Fig. 1: signal wires on met1
Bar = 100 µm. Cells faint in the background.
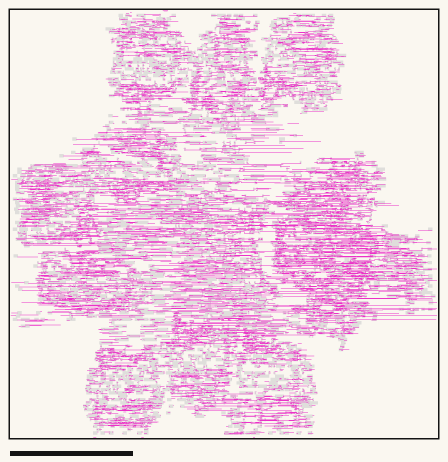
Fig. 2: signal wires on met2
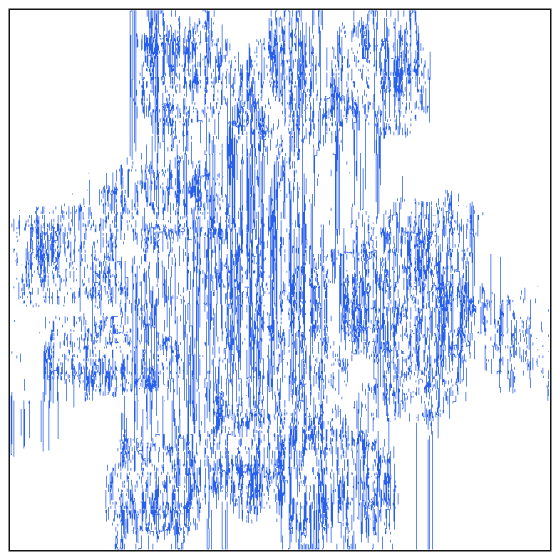
Fig. 3: metal 3
Bar = 100 µm.
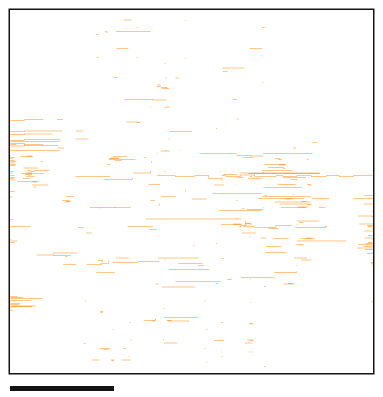
Design lin_accum, sky130hd; sources not shown.
==> run summary <==
Results of the flow run.

The post-cts gate resize count stands at 0. According to the floorplan report, the die height is about 350 µm.

TritonCTS built the clock tree. The level count of the clock H-tree stands at 2. The average cell area after synthesis stands at around 7.7 µm². The total DRC errors in the routed layout stands at 0.

The number of hold-slack violations in the final timing report stands at 0. The number of nets in the synthesized netlist is around 5,700. The via count of the first global-routing pass came to slightly below 30,000. The number of cells in the yosys synthesis report stands at 4,618. The filler cells instantiated in the layout total between 10,000 and 15,000. Registers take just under 0.006 mm². The async set-reset flop share out of synthesis stands at 0%. The total iterations of the first detailed-routing run stands at 5. The run finished with clean final reports.

The share of the clock period used by the worst path after layout stands at 47.5%. The die boundary width stands at roughly 350 µm. The actual transition at the worst max-transition pin stands at 1.04 ns. In this run the count of I/O pins placed on the die edge is about 180.

The end-of-flow timing check tallies setup violations at 0. In the final report, the number of pins over their slew limit comes to 0. The total stage count of the critical path stands at 21. The final estimated routing congestion in global placement stands at about 0.9. The placed instances occupy a cell area of about 0.039 mm².

The area growth from synthesis to final layout stands at 10.9%. Per the synth log, the flip-flop and latch total comes to ~220. Setup repair after global routing left no endpoint under its margin. Max fanout on the critical path was recorded as 8. Yosys mapped a number of flops with a built-in enable equal to 153. The floorplan step records an initial core utilization of around 30%. For this block, the initial DRC count from the detailed router was between 1,500 and 2,000. The placed instance count stands at between 6,000 and 7,000.

The number of max-capacitance violations reported stands at 0. The half-perimeter wire length of the detailed placement result stands at around 82 mm. The setup fix buffers added after clock tree synthesis stands at 0. The final critical delay including setup and external delays stands at around 7.2 ns. The number of standard cells after synthesis stands at between 4,000 and 5,000. OpenSTA, run right after detailed placement, puts the worst setup slack at roughly 7.3 ns.
-- Fig. 1 (at the start) --
nets with wire on the layer: 5,465
wire length on this layer: 42.0 mm
share of all routed wire: 44%
main direction: horizontal
via count: 28,455
total wire length after detailed routing: 96.2 mm
met1 Track Usage GR: 20.3%

-- Fig. 2 (at the start) --
longest straight run: 97.9 µm
share of all routed wire: 51%
main direction: vertical
wire length on this layer: 48.7 mm
met2 usage: 28.9%

-- Fig. 3 (at the start) --
main direction: horizontal
wire length on this layer: 3,490 µm
share of all routed wire: 3.6%
nets with wire on the layer: 234
met3 Usage GRT: 1.79%

logic make-up after synthesis:
| logic type | synth area share [%] |
|---|---|
| AND-OR/OR-AND | 8.51 |
| XOR/XNOR | 0.886 |
| adder cells (fa/ha/maj) | 42.2 |
| buffers and inverters | 14.1 |
| flip-flops | 16.6 |
| AND/OR/NAND/NOR | 17.7 |
area by class of cell:
type / count / share of cell area [%]
Inverter: 1165 / 11.1
Multi-Input combinational cell: 3064 / 62.5
Clock buffer: 59 / 1.79
Tap cell: 1536 / 4.87
Antenna cell: 2 / 0.0127
Timing Repair Buffer: 185 / 4.64
Clock inverter: 10 / 0.184
Sequential cell: 219 / 15.0
Yosys cell counts, drive strengths merged (4+ instances only):
cell type / instances / area share [%]
inv: 1160 / 12
nand2: 986 / 10
ha: 469 / 16
fa: 457 / 26
a21oi: 304 / 4.3
nor2: 271 / 2.9
o21ai: 196 / 2.8
clkbuf: 153 / 1.6
edfxtp: 153 / 13
nand3: 146 / 2.1
dfxtp: 66 / 3.7
or2: 49 / 0.86
nand4: 40 / 0.70
nor3: 31 / 0.46
xor2: 28 / 0.69
o21bai: 20 / 0.42
buf: 17 / 0.25
a21o: 14 / 0.30
nand3b: 9 / 0.19
o21a: 9 / 0.19
xnor2: 8 / 0.20
o211ai: 7 / 0.15
a21boi: 6 / 0.15
clkinv: 5 / 0.053
nor4: 4 / 0.070
o2111ai: 4 / 0.098
per-layer routing:
metal | share of wire [%] | wire (µm) | GRT usage, % | vias to the layer above
li1 | - | - | - | 14208
met1 | 44 | 42000 | 20.3 | 13639
met2 | 51 | 48700 | 28.9 | 496
met3 | 3.6 | 3490 | 1.79 | 106
met4 | 2.1 | 1980 | 3.88 | 6
met5 | 0.044 | 42 | 0 | -
